$ cat config.mk
export PLATFORM = sky130hd
export DESIGN_NAME = keypad_matrix_scanner_flat
export DESIGN_NICKNAME = d
export VERILOG_FILES = /design/src/rtl/keypad_matrix_scanner_if.sv /design/src/rtl/keypad_matrix_scanner.sv /design/src/flat_wrapper.sv
export SDC_FILE = /design/constraint.sdc
export NUM_CORES = 1
export LEC_CHECK = 0
export ABC_AREA = 1
export CAP_MARGIN = 20
export CORE_AREA = 10 10 97 99
export DETAILED_ROUTE_END_ITERATION = 12
export DIE_AREA = 0 0 107 109
export MAX_ROUTING_LAYER = met4
export PLACE_DENSITY = 0.56
export SLEW_MARGIN = 20
export SYNTH_ARGS = -nofsm -noshare
export SYNTH_HDL_FRONTEND = slang
export SYNTH_SLANG_ARGS = --single-unit
$ cat constraint.sdc
create_clock -name clk -period 2.2 [get_ports clk]
set_input_delay 0.44 -clock clk [delete_from_list [all_inputs] [get_ports clk]]
set_output_delay 0.44 -clock clk [all_outputs]
set_load 0.05 [all_outputs]
$ cat src/rtl/keypad_matrix_scanner_if.sv
// Keypad scanner pin/report bundle.
// Optional key_release/key_release_code exist only with KEY_RELEASE_EN.
interface keypad_matrix_scanner_if #(
    parameter int ROWS = 4,
    parameter int COLS = 4
);
    localparam int CODE_W = $clog2(ROWS * COLS);

    logic [ROWS-1:0]   buttonsin;
    logic [COLS-1:0]   buttonsout;
    logic              key_valid;
    logic [CODE_W-1:0] key_code;
    logic              key_multi;
    logic              key_held;
`ifdef KEY_RELEASE_EN
    logic              key_release;
    logic [CODE_W-1:0] key_release_code;
`endif

    modport master (
        input  buttonsin,
        output buttonsout,
        output key_valid,
        output key_code,
        output key_multi,
`ifdef KEY_RELEASE_EN
        output key_release,
        output key_release_code,
`endif
        output key_held
    );

    modport slave (
        output buttonsin,
        input  buttonsout,
        input  key_valid,
        input  key_code,
        input  key_multi,
`ifdef KEY_RELEASE_EN
        input  key_release,
        input  key_release_code,
`endif
        input  key_held
    );
endinterface

$ cat src/rtl/keypad_matrix_scanner.sv
// ROWS x COLS keypad scanner with per-column two-sample debounce.
// Define KEY_RELEASE_EN to add release reporting.
module keypad_matrix_scanner #(
    parameter int ROWS            = 4,
    parameter int COLS            = 4,
    parameter int SETTLE_CYCLES   = 10,
    parameter int DEBOUNCE_CYCLES = 1000000,
    localparam int CODE_W         = $clog2(ROWS * COLS)
) (
    input  logic                   clk,
    input  logic                   rst,
    keypad_matrix_scanner_if.master kp
);
    localparam int MAX_C = (SETTLE_CYCLES > DEBOUNCE_CYCLES) ?
                           SETTLE_CYCLES : DEBOUNCE_CYCLES;
    localparam int CNT_W = $clog2(MAX_C + 1);
    localparam int COL_W = $clog2(COLS);

    typedef enum logic [1:0] {
        SETTLE,
        DEBOUNCE,
        EVAL
    } state_t;

    state_t                      state_q, state_d;
    logic [CNT_W-1:0]            cnt_q, cnt_d;
    logic [COL_W-1:0]            col_q, col_d;
    logic [ROWS-1:0]             samp_a_q, samp_a_d;
    logic [ROWS-1:0]             samp_b_q, samp_b_d;
    logic [COLS-1:0][ROWS-1:0]   stable_q, stable_d;
    logic                        valid_q, valid_d;
    logic [CODE_W-1:0]           code_q, code_d;
    logic                        multi_q, multi_d;
    logic                        held_q, held_d;
    logic [ROWS-1:0]             new_keys;
`ifdef KEY_RELEASE_EN
    logic                        rel_q, rel_d;
    logic [CODE_W-1:0]           rel_code_q, rel_code_d;
    logic [ROWS-1:0]             rel_keys;
`endif

    function automatic logic [CODE_W-1:0] code_of(
        input logic [COL_W-1:0] c,
        input logic [ROWS-1:0]  v
    );
        int r;
        r = 0;
        for (int i = ROWS - 1; i >= 0; i--) begin
            if (v[i]) r = i;
        end
        return CODE_W'(int'(c) * ROWS + r);
    endfunction

    // Scan sequencing, debounce compare and key table update
    always_comb begin
        state_d  = state_q;
        cnt_d    = cnt_q;
        col_d    = col_q;
        samp_a_d = samp_a_q;
        samp_b_d = samp_b_q;
        stable_d = stable_q;
        valid_d  = 1'b0;
        code_d   = code_q;
        multi_d  = 1'b0;
        new_keys = stable_q[col_q] & ~samp_b_q;
`ifdef KEY_RELEASE_EN
        rel_d      = 1'b0;
        rel_code_d = rel_code_q;
        rel_keys   = ~stable_q[col_q] & samp_b_q;
`endif
        unique case (state_q)
            SETTLE: begin
                if (cnt_q == CNT_W'(SETTLE_CYCLES - 1)) begin
                    samp_a_d = kp.buttonsin;
                    cnt_d    = '0;
                    state_d  = DEBOUNCE;
                end else begin
                    cnt_d = cnt_q + CNT_W'(1);
                end
            end
            DEBOUNCE: begin
                if (cnt_q == CNT_W'(DEBOUNCE_CYCLES - 1)) begin
                    samp_b_d = kp.buttonsin;
                    cnt_d    = '0;
                    state_d  = EVAL;
                end else begin
                    cnt_d = cnt_q + CNT_W'(1);
                end
            end
            EVAL: begin
                state_d = SETTLE;
                cnt_d   = '0;
                // A mismatch means the column bounced: retry it unchanged
                if (samp_a_q == samp_b_q) begin
                    stable_d[col_q] = samp_b_q;
                    if (|new_keys) begin
                        valid_d = 1'b1;
                        code_d  = code_of(col_q, new_keys);
                        multi_d = |(new_keys & (new_keys - ROWS'(1)));
                    end
`ifdef KEY_RELEASE_EN
                    if (|rel_keys) begin
                        rel_d      = 1'b1;
                        rel_code_d = code_of(col_q, rel_keys);
                    end
`endif
                    if (col_q == COL_W'(COLS - 1)) begin
                        col_d = '0;
                    end else begin
                        col_d = col_q + COL_W'(1);
                    end
                end
            end
            default: begin
                state_d = SETTLE;
                cnt_d   = '0;
            end
        endcase
        held_d = ~&stable_d;
    end

    // State and output registers
    always_ff @(posedge clk) begin
        if (rst) begin
            state_q  <= SETTLE;
            cnt_q    <= '0;
            col_q    <= '0;
            samp_a_q <= '1;
            samp_b_q <= '1;
            stable_q <= '1;
            valid_q  <= 1'b0;
            code_q   <= '0;
            multi_q  <= 1'b0;
            held_q   <= 1'b0;
`ifdef KEY_RELEASE_EN
            rel_q      <= 1'b0;
            rel_code_q <= '0;
`endif
        end else begin
            state_q  <= state_d;
            cnt_q    <= cnt_d;
            col_q    <= col_d;
            samp_a_q <= samp_a_d;
            samp_b_q <= samp_b_d;
            stable_q <= stable_d;
            valid_q  <= valid_d;
            code_q   <= code_d;
            multi_q  <= multi_d;
            held_q   <= held_d;
`ifdef KEY_RELEASE_EN
            rel_q      <= rel_d;
            rel_code_q <= rel_code_d;
`endif
        end
    end

    assign kp.buttonsout = rst ? '1 : ~(COLS'(1) << col_q);
    assign kp.key_valid  = valid_q;
    assign kp.key_code   = code_q;
    assign kp.key_multi  = multi_q;
    assign kp.key_held   = held_q;
`ifdef KEY_RELEASE_EN
    assign kp.key_release      = rel_q;
    assign kp.key_release_code = rel_code_q;
`endif
endmodule

$ cat src/flat_wrapper.sv
// flat-port wrapper written by rule: the top's interface ports become plain ports
module keypad_matrix_scanner_flat 
#(
    parameter int ROWS            = 4,
    parameter int COLS            = 4,
    parameter int SETTLE_CYCLES   = 10,
    parameter int DEBOUNCE_CYCLES = 1000000,
    localparam int CODE_W         = $clog2(ROWS * COLS)
)
  (clk, rst, kp_buttonsin, kp_buttonsout, kp_key_valid, kp_key_code, kp_key_multi, kp_key_held);
  keypad_matrix_scanner_if #(.ROWS(ROWS), .COLS(COLS)) kp_i ();
  input  logic clk;
  input  logic rst;
  input wire logic [$bits(kp_i.buttonsin)-1:0] kp_buttonsin;
  output wire logic [$bits(kp_i.buttonsout)-1:0] kp_buttonsout;
  output wire logic [$bits(kp_i.key_valid)-1:0] kp_key_valid;
  output wire logic [$bits(kp_i.key_code)-1:0] kp_key_code;
  output wire logic [$bits(kp_i.key_multi)-1:0] kp_key_multi;
  output wire logic [$bits(kp_i.key_held)-1:0] kp_key_held;
  assign kp_i.buttonsin = kp_buttonsin;
  assign kp_buttonsout = kp_i.buttonsout;
  assign kp_key_valid = kp_i.key_valid;
  assign kp_key_code = kp_i.key_code;
  assign kp_key_multi = kp_i.key_multi;
  assign kp_key_held = kp_i.key_held;
  keypad_matrix_scanner #(.ROWS(ROWS), .COLS(COLS), .SETTLE_CYCLES(SETTLE_CYCLES), .DEBOUNCE_CYCLES(DEBOUNCE_CYCLES)) u_core (.clk(clk), .rst(rst), .kp(kp_i));
endmodule
**Run 1: metal 1**

Scale bar: 20 um.
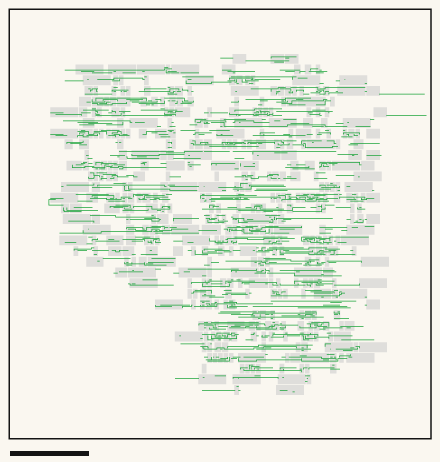
longest straight run	26.2 um
nets with wire on the layer	423
wire length on this layer	3,150 um

**Run 1: metal 2**

Scale bar: 20 um.
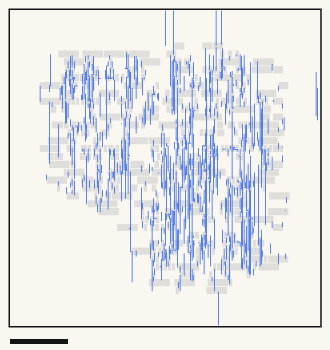
longest straight run	57.3 um
nets with wire on the layer	339
main direction	vertical
wire length on this layer	3,030 um
share of all routed wire	47%

==> job_summary.md, run 1 <==
### Flow metrics

| Metric | Value |
|---|---|
| Yosys cell count | `between 400 and 500` |
| Setup WS post-layout | `~150 ps` |
| Late-Pin Clk Latency | `between 300 and 400 ps` |
| Setup TNS | `0 ps` |
| Fill count | `between 800 and 900` |
| Worst Hold Endpoint | `u_core.kp.key_code[2]` |
| Bufs w/o clock | `23` |
| DRT iter0 DRCs | `around 67` |
| Wirelength, routed | `6482 um` |
| Post-DP HPWL | `between 4000 and 5000 um` |
| R2R depth | `8` |
| Logic share of the area | `0.4721` |
| Mean Syn Cell Area | `6.772 sq um` |
| Io pins | `17` |
| Status | `finished clean` |
| TritonCTS buffer count | `5` |
| WL/cell | `between 10 and 15 um` |
| Tool warning count | `30` |
| Crit-path max cell delay | `about 450 ps` |
| Inst Count DP | `between 500 and 600` |
| Max reg flops | `20` |
| Sequential share of cell area | `0.3342` |
| Register-to-Register Setup Slack | `380 ps` |
| Synth async-reset ratio | `0` |
| Main logic family | `simple AND/OR/NAND/NOR gates` |
| Post-synth EDFFs | `0` |
| Die X | `107 um` |
**Run 1: the metal 3 layer**

Scale bar: 20 um.
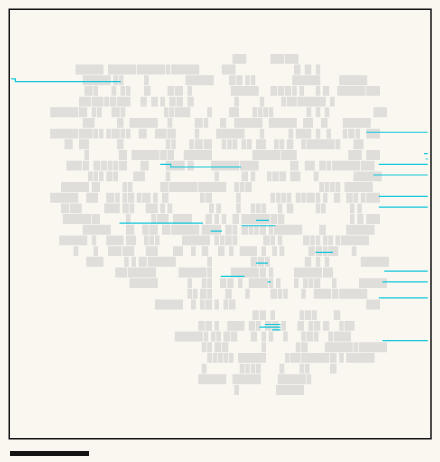
share of all routed wire	3.4%
nets with wire on the layer	19

run 1: layer usage:
metal / vias to the layer above / routed length [um] / GRT usage
li1: 1394 / - / -
met4: 0 / 79 / 0.04255
met3: 7 / 219 / 0.02655
met1: 1200 / 3150 / 0.1394
met2: 32 / 3032 / 0.2028
met5: - / 0 / -
run 1: power by group through the flow:
stage	logic (uW)	registers (uW)	clock network, uW
2_1_floorplan	36.0	1030	0
3_3_place_gp	59.5	1030	0
3_5_place_dp	60.3	1030	0
4_1_cts	60.5	1010	581
5_1_grt	64.7	1010	615
6_report	58.9	1010	556
**Run 1: ports around the boundary**

Scale bar: 20 um. Pins as bars across the die edge, other pins in grey.
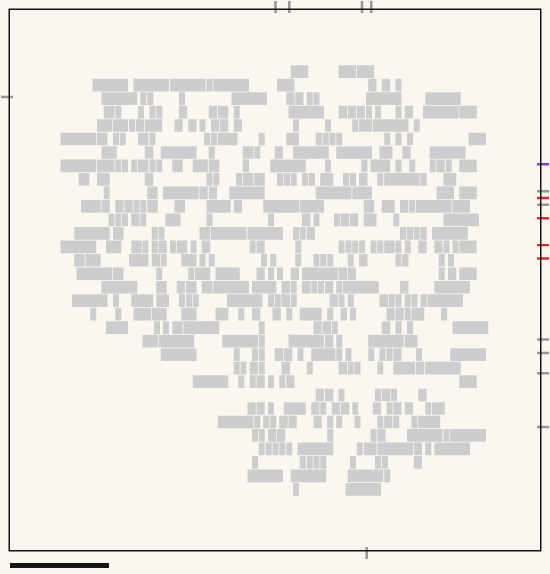

==> inputs of run 2 (changes only) <==
- GPL_TIMING_DRIVEN: not set -> 0
- PLACE_DENSITY: 0.56 -> not set
**Run 2: ports around the boundary**

Scale bar: 20 um. Pins as bars across the die edge, other pins in grey.
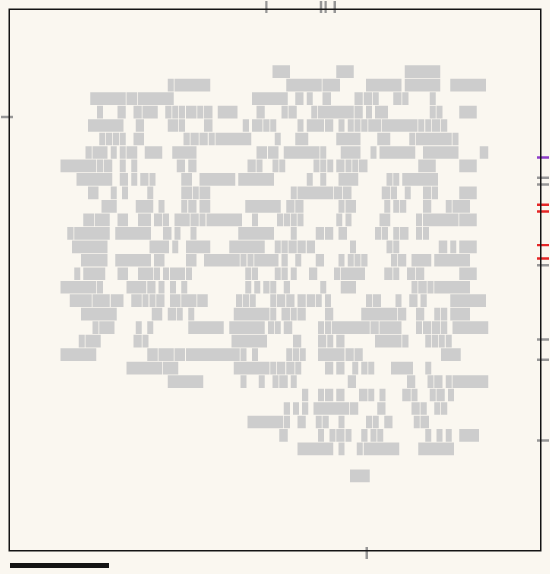
colour	port	pins	direction	edge
red	kp_key_code	4	output	east
purple	rst	1	input	east
all pins by edge	11 east, 4 north, 1 west, 1 south

==> run 2 against run 1 <==
Wire length grew 0.28%. Non-clock buffer count increased by 2. Global-route usage is 0.25 points lower. Critical path type unchanged. Via count up 0.57%.
==> job_summary.md, run 2 <==
### Flow metrics

| Metric | Value |
|---|---|
| Status | `finished clean (unchanged)` |
| Seq pwr | `1010 uW (about the same)` |
| WL/cell | `11.82 um (was 11.83 um)` |
| Worst Hold Endpoint | `u_core.state_q[0] (was u_core.kp.key_code[2])` |
| Die X | `107 um (unchanged)` |
| Top power group | `registers (unchanged)` |
| Comb power frac | `0.031 (was 0.036)` |
| Setup WS post-layout | `121.1 ps (was 150.8 ps)` |
| Yosys cell count | `429 (unchanged)` |
| Wirelength, routed | `6500 um (was 6482 um)` |
| DRT iter0 DRCs | `69 (was 67)` |
| Post-DP HPWL | `4943 um (was 4830 um)` |
| P_clk | `680 uW (was 556 uW)` |
| Synth async-reset ratio | `0 (unchanged)` |
| TritonCTS buffer count | `5 (unchanged)` |
| Tool warning count | `31 (was 30)` |
| Comb. pwr | `54.7 uW (was 58.9 uW)` |
| CP Class | `register to output port (unchanged)` |
| Setup TNS | `0 ps (unchanged)` |
| Post-synth EDFFs | `0 (unchanged)` |
| Late-Pin Clk Latency | `310 ps (about the same)` |
| Max reg flops | `20 (unchanged)` |
**Run 2: metal 1**

Scale bar: 20 um.
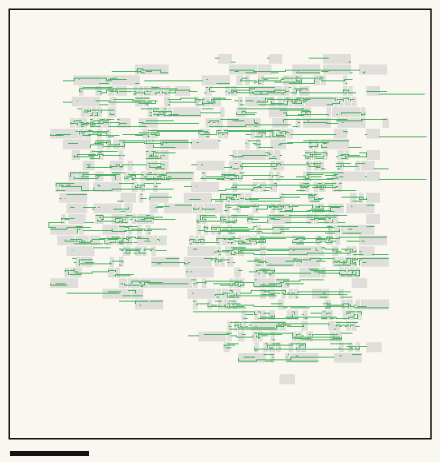
main direction	horizontal
share of all routed wire	48%
longest straight run	27.6 um
nets with wire on the layer	427
wire length on this layer	3,120 um

run 2: critical path, cell delays in order (launching register included):
cell and delay, ps:
dfxtp_2 390, inv_1 190, ha_2 320, nand2_1 80
clkdlybuf4s15_2 350
run 2: area by class of cell:
cell class | instances | area (sq um)
repair buffers | 15 | 155.1
multi-input cells | 314 | 1560
flip-flops and latches | 55 | 1102
fillers | 830 | 4234
inverters | 46 | 172.7
clock buffers | 5 | 68.82
clock inverters | 3 | 43.79
plain buffers | 10 | 62.56
well taps | 102 | 127.6
run 2: layer usage:
metal	part of all wire	global-route usage	wire, um
met1	0.48	0.1388	3119
met2	0.46	0.1962	3021
met3	0.043	0.03481	282
met4	0.012	0.02611	76
met5	0	-	0
No activity file was given, so power comes from the tool's default toggle rates.
